$ cat config.mk
export PLATFORM = sky130hd
export DESIGN_NAME = ram_burst_reader
export DESIGN_NICKNAME = d
export VERILOG_FILES = /design/src/rtl/ram_burst_reader.sv
export SDC_FILE = /design/constraint.sdc
export NUM_CORES = 1
export LEC_CHECK = 0
export CAP_MARGIN = 20
export CORE_UTILIZATION = 35
export CTS_CLUSTER_SIZE = 12
export DETAILED_ROUTE_END_ITERATION = 8
export SLEW_MARGIN = 30
export SYNTH_ARGS = -nofsm -noshare
export SYNTH_HDL_FRONTEND = slang
export SYNTH_SLANG_ARGS = --single-unit
$ cat constraint.sdc
create_clock -name clk_i -period 3.75 [get_ports clk_i]
set_clock_uncertainty 0.15 [all_clocks]
set_input_delay 0.75 -clock clk_i [delete_from_list [all_inputs] [get_ports clk_i]]
set_output_delay 0.75 -clock clk_i [all_outputs]
set_load 0.01 [all_outputs]
$ cat src/rtl/ram_burst_reader.sv
// Burst reader: streams len words from a synchronous RAM starting at base_addr_i.
// Ports: clk_i/rst_i, start_i/base_addr_i/len_i request, ram_* read port, data_o/valid_o/ready_i/last_o stream, busy_o/done_o status.
module ram_burst_reader #(
  parameter int DATA_WIDTH = 8,
  parameter int ADDR_WIDTH = 5,
  parameter int RD_LATENCY = 1
) (
  input  logic                  clk_i,
  input  logic                  rst_i,
  input  logic                  start_i,
  input  logic [ADDR_WIDTH-1:0] base_addr_i,
  input  logic [ADDR_WIDTH:0]   len_i,
  output logic [ADDR_WIDTH-1:0] ram_rd_addr_o,
  output logic                  ram_rd_o,
  output logic                  ram_output_reg_en_o,
  input  logic [DATA_WIDTH-1:0] ram_rd_data_i,
  output logic [DATA_WIDTH-1:0] data_o,
  output logic                  valid_o,
  input  logic                  ready_i,
  output logic                  last_o,
  output logic                  busy_o,
  output logic                  done_o
);

  localparam int DEPTH = RD_LATENCY + 1;
  localparam int PW    = $clog2(DEPTH);
  localparam int LW    = ADDR_WIDTH + 1;

  typedef enum logic [1:0] {IDLE, READ, DRAIN} state_t;

  state_t                state_q, state_d;
  logic [ADDR_WIDTH-1:0] nxt_q, nxt_d;
  logic [ADDR_WIDTH-1:0] last_q, last_d;
  logic [LW-1:0]         rd_rem_q, rd_rem_d;
  logic [LW-1:0]         beats_q, beats_d;
  logic [RD_LATENCY-1:0] pipe_q, pipe_d;
  logic [PW-1:0]         wptr_q, wptr_d;
  logic [PW-1:0]         rptr_q, rptr_d;
  logic [2:0]            cnt_q, cnt_d;
  logic                  done_q, done_d;
  logic [DATA_WIDTH-1:0] mem_q [DEPTH];
  logic [DATA_WIDTH-1:0] mem_d [DEPTH];

  logic       push, pop, issue;
  logic [2:0] inflight, occ;

  always_comb begin
    push     = pipe_q[RD_LATENCY-1];
    pop      = valid_o && ready_i;
    inflight = '0;
    for (int i = 0; i < RD_LATENCY; i++) begin
      inflight = inflight + {2'b00, pipe_q[i]};
    end
    // A beat leaving this cycle frees its slot, so a read can issue
    // every cycle while the sink keeps up.
    occ   = inflight + cnt_q - {2'b00, pop};
    issue = (state_q == READ) && (occ < 3'(DEPTH));

    state_d  = state_q;
    nxt_d    = nxt_q;
    last_d   = last_q;
    rd_rem_d = rd_rem_q;
    beats_d  = pop ? beats_q - LW'(1) : beats_q;
    done_d   = 1'b0;

    unique case (state_q)
      IDLE: begin
        if (start_i) begin
          nxt_d    = base_addr_i;
          rd_rem_d = len_i;
          beats_d  = len_i;
          state_d  = (len_i == '0) ? DRAIN : READ;
        end
      end
      READ: begin
        if (issue) begin
          nxt_d    = nxt_q + ADDR_WIDTH'(1);
          last_d   = nxt_q;
          rd_rem_d = rd_rem_q - LW'(1);
          if (rd_rem_q == LW'(1)) state_d = DRAIN;
        end
      end
      DRAIN: begin
        if (beats_q == '0 || (pop && beats_q == LW'(1))) begin
          state_d = IDLE;
          done_d  = 1'b1;
        end
      end
      default: state_d = IDLE;
    endcase

    // Read-valid shift line: the top bit marks data arriving this cycle.
    pipe_d = RD_LATENCY'({pipe_q, issue});

    mem_d  = mem_q;
    wptr_d = wptr_q;
    rptr_d = rptr_q;
    if (push) begin
      mem_d[wptr_q] = ram_rd_data_i;
      wptr_d = (wptr_q == PW'(DEPTH - 1)) ? '0 : wptr_q + PW'(1);
    end
    if (pop) begin
      rptr_d = (rptr_q == PW'(DEPTH - 1)) ? '0 : rptr_q + PW'(1);
    end
    cnt_d = cnt_q + {2'b00, push} - {2'b00, pop};
  end

  always_ff @(posedge clk_i or posedge rst_i) begin
    if (rst_i) begin
      state_q  <= IDLE;
      nxt_q    <= '0;
      last_q   <= '0;
      rd_rem_q <= '0;
      beats_q  <= '0;
      pipe_q   <= '0;
      wptr_q   <= '0;
      rptr_q   <= '0;
      cnt_q    <= '0;
      done_q   <= 1'b0;
    end else begin
      state_q  <= state_d;
      nxt_q    <= nxt_d;
      last_q   <= last_d;
      rd_rem_q <= rd_rem_d;
      beats_q  <= beats_d;
      pipe_q   <= pipe_d;
      wptr_q   <= wptr_d;
      rptr_q   <= rptr_d;
      cnt_q    <= cnt_d;
      done_q   <= done_d;
    end
  end

  always_ff @(posedge clk_i) begin
    mem_q <= mem_d;
  end

  assign ram_rd_o            = issue;
  // Address only moves while a read is issued; otherwise shows the last one.
  assign ram_rd_addr_o       = issue ? nxt_q : last_q;
  assign ram_output_reg_en_o = 1'b1;
  assign valid_o             = (cnt_q != '0);
  assign data_o              = valid_o ? mem_q[rptr_q] : '0;
  assign last_o              = valid_o && (beats_q == LW'(1));
  assign busy_o              = (state_q != IDLE);
  assign done_o              = done_q;

endmodule

==> run_1/layer_met3.png <==
(4 px per um)
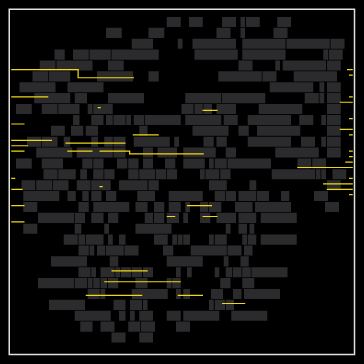
longest straight run	18.9 um
share of all routed wire	4.4%
wire length on this layer	233 um
main direction	horizontal
nets with wire on the layer	35

==> run_1/io_fan.png <==
(6 px per um)
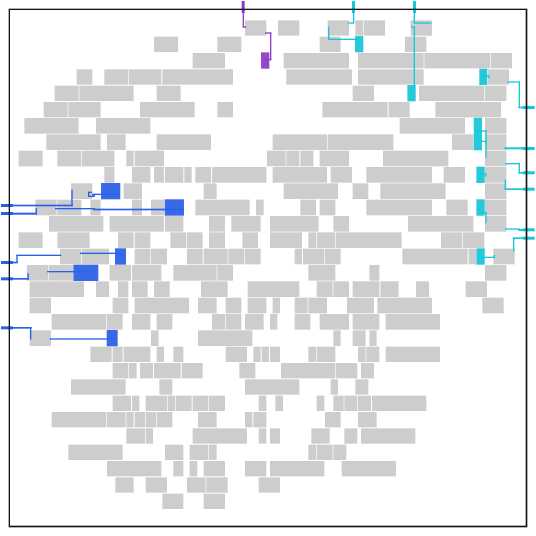
port	colour	bits	direction	edge	end cells	buffers	wire
base_addr_i	blue	5	input	west	5	5	88.7 um
data_o	cyan	8	output	6 east, 2 north	8	8	67.0 um
rst_i	purple	1	input	north	1	1	9.40 um

==> run_1/clocks.png <==
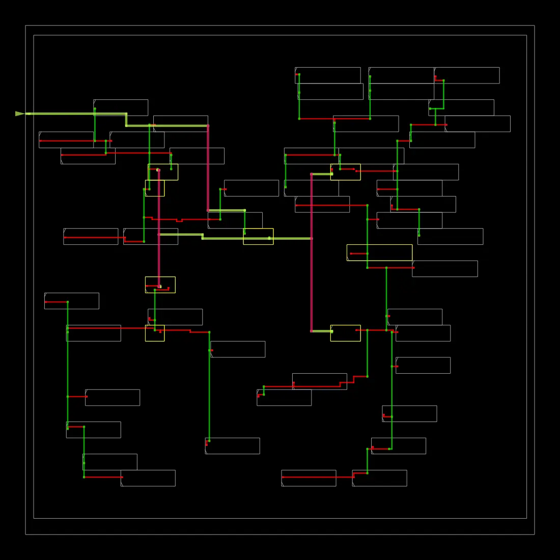
Clock net power: 0.000383 W
clk latency late pin: 0.30 ns

==> flow_summary_export.csv, run 1 <==
group,metric,value,unit
status,outcome,"finished, final reports clean",
critical_path,timing.rr.end,"last_q[3]$_DFFE_PP0P_",
power,p_total,0.00319,W
routing,first_pass_iters,6,
critical_path,critical_path_depth,11,
routing,post_drt_wl_per_cell,14.3,um
routing,drc,0,
finish,register_area,1260,um^2
routing,wirelength,5290,um
finish,layout.nets,303,
finish,final_cells,369,
global_routing,grt_use_total,15.5,%
critical_path,critPathLaunch,"ready_i",
critical_path,worstSetupEndpointType,"output port",
sta,finalHoldViolations,0,
finish,reg_top3,"mem_q: 16 flops, beats_q: 6 flops, rd_rem_q: 6 flops",
sta,finalSetupViolCount,0,
yosys,avgSynthCellArea,11.6,um^2
sta,maxSlewViolCount,0,
yosys,synthFlopType,"dfrtp_1",
finish,drive_gt1_share,22.3,%
finish,buffers,62,
floorplanning,dieWidth,86.0,um
sta,period_needed,3.63,ns
critical_path,reg2reg_depth,10,
global_routing,grt_pass1_wl,8930,um
critical_path,rrSetupSlack,0.92,ns
power,p_seq_share,27.6,%
sta,finalClockPeriodUsage,96.7,%
sta,fin_ws,0.123,ns
routing,vias_per_cell,5.01,
critical_path,cpPeakStageDelay,0.57,ns
power,clock_power_share,12.0,%
finish,logic_area,1130,um^2
global_routing,antenna_found_initial,0,
sta,fmaxAchievable,0.276,GHz
clock_tree,clkTransAtPathRegs,0.09,ns
sta,rsz0062_at_grt,"false",
-- run 1: per-stage QoR --
stage          hold WS, ns  setup TNS [ns]
5_1_grt              0.354               0
2_1_floorplan        0.305               0
3_3_place_gp         0.320           -3.14
3_5_place_dp         0.326           -3.34
6_report             0.335               0
4_1_cts              0.339               0
-- run 1: power groups by stage --
stage | combinational, W | clock, W | sequential, W
global route | 0.00211 | 0.000417 | 0.000911
global placement | 0.00170 | 0 | 0.000889
finish | 0.00193 | 0.000383 | 0.000882
floorplan | 0.00108 | 0 | 0.000839
detailed placement | 0.00171 | 0 | 0.000893
CTS | 0.00194 | 0.000395 | 0.000884
-- run 1: repair_timing --
action                                  CTS  global route
buffers inserted                          4             0
endpoints found under the setup margin    6             5
cloned                                    1             0
resized                                  34             1
hold buffers                              0             0
pin swaps                                 4             2
==> run 2: changes to the inputs <==
--- a/config.mk
+++ b/config.mk
@@ -6,10 +6,10 @@
 export NUM_CORES = 1
 export LEC_CHECK = 0
 export CAP_MARGIN = 20
+export CORE_ASPECT_RATIO = 0.7
 export CORE_UTILIZATION = 35
-export CTS_CLUSTER_SIZE = 12
+export CTS_CLUSTER_SIZE = 14
 export DETAILED_ROUTE_END_ITERATION = 8
-export SLEW_MARGIN = 30
 export SYNTH_ARGS = -nofsm -noshare
 export SYNTH_HDL_FRONTEND = slang
 export SYNTH_SLANG_ARGS = --single-unit
==> run_2/clk_routes.png <==
(4 px per um)
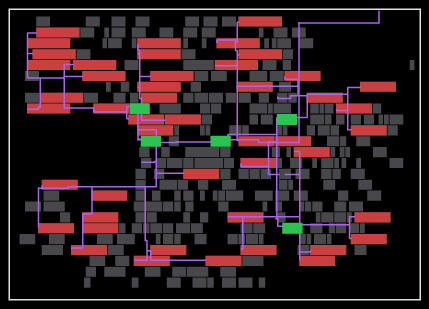
[clock drivers] green | count: 5
[flip-flops] red | count: 47
[clock wires] purple | length: 603 um
routed clock nets	6
flops lie	all over the die

==> run_2/io_fan.png <==
(4 px per um)
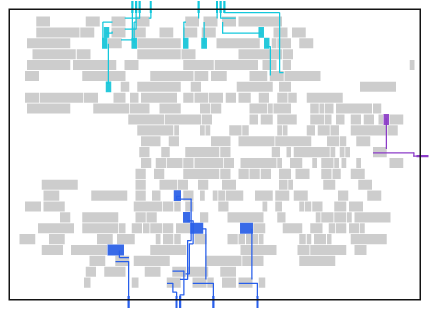
port	colour	bits	direction	edge	end cells	buffers	wire
data_o	cyan	8	output	north	8	8	119 um
base_addr_i	blue	5	input	south	5	5	120 um
rst_i	purple	1	input	east	1	1	19.3 um

==> run_2/clocks.png <==
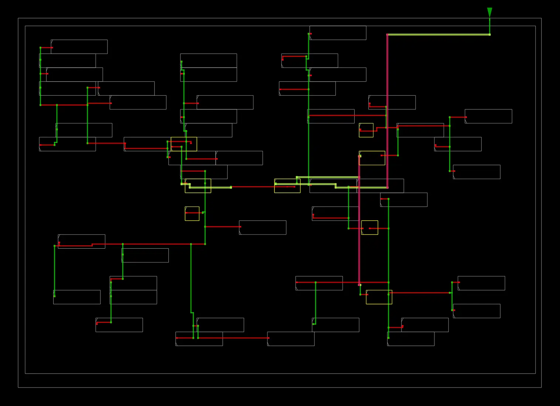
Clock Sink Count: 47
Clock net power: 0.000315 W
clock buffer count: 5
Seq Cell Count: 47
CTS Buf Count: 5

==> run 2 against run 1 <==
Worst setup slack improved by 0.0085 ns. Critical path depth did not move. Die area about the same. Largest cell class unchanged.
==> flow_summary_export.csv, run 2 <==
group,metric,value,unit
clock_tree,clkTransAtPathRegs,0.09,ns
global_routing,grt_use_total,16.1,%
routing,drc,0,
finish,logic_area,1130,um^2
finish,reg_top3,"mem_q: 16 flops, beats_q: 6 flops, rd_rem_q: 6 flops",
clock_tree,worstSkewPairLatency,0.30,ns
finish,register_area,1260,um^2
clock_tree,ctsHoldBuffers,0,
global_routing,grt_pass1_wl,8980,um
critical_path,cpPeakStageDelay,0.54,ns
job,max-cap-violations,0,
floorplanning,dieWidth,102,um
status,outcome,"finished, final reports clean",
critical_path,critPathLaunch,"ready_i",
routing,vias_per_cell,5.09,
finish,final_cells,370,
yosys,avgSynthCellArea,11.6,um^2
yosys,ys.flops,47,
routing,wirelength,5500,um
sta,fin_ws,0.132,ns
floorplanning,fp.coreArea,6790,um^2
finish,layout.nets,306,
routing,first_pass_iters,4,
critical_path,timing.rr.end,"last_q[4]$_DFFE_PP0P_",
critical_path,worstSetupEndpointType,"output port",
yosys,synthFlopType,"dfrtp_1",
sta,finalClockPeriodUsage,96.5,%
yosys,xor_share,2.38,%
sta,finalHoldViolations,0,
sta,fmaxAchievable,0.276,GHz
finish,drive_gt1_share,23.2,%
routing,post_drt_wl_per_cell,14.9,um
worst_hold_path,holdPathStages,1,
sta,finalSetupViolCount,0,
sta,period_needed,3.62,ns
yosys,async_flop_share,66.0,%
sta,fin_tns_setup,0,ns
critical_path,reg2reg_depth,12,
floorplanning,num_rows,25,
routing,wirelength_met1,2840,um
power,p_total,0.00310,W
[run 2: final cells by class]
type	instances	area share, %
timing repair buffer	65	18.1
tap	94	3.64
clock buffer	5	2.13
sequential	47	38.9
clock inverter	3	0.736
multi-input combinational	144	35.1
inverter	12	1.47
[run 2: report_power, final]
| part | total, W | switching (W) | internal [W] |
|---|---|---|---|
| logic | 0.00190 | 0.000857 | 0.00104 |
| clock network | 0.000315 | 0.000182 | 0.000134 |
| registers | 0.000886 | 0.000166 | 0.000720 |
| total | 0.00310 | 0.00120 | 0.00190 |
[run 2: what timing repair did]
item | in CTS | in global routing
resized | 9 | 26
setup endpoints to repair | 6 | 6
buffers inserted | 0 | 6
pin swaps | 0 | 4
Power is estimated from default activity; no workload was simulated.
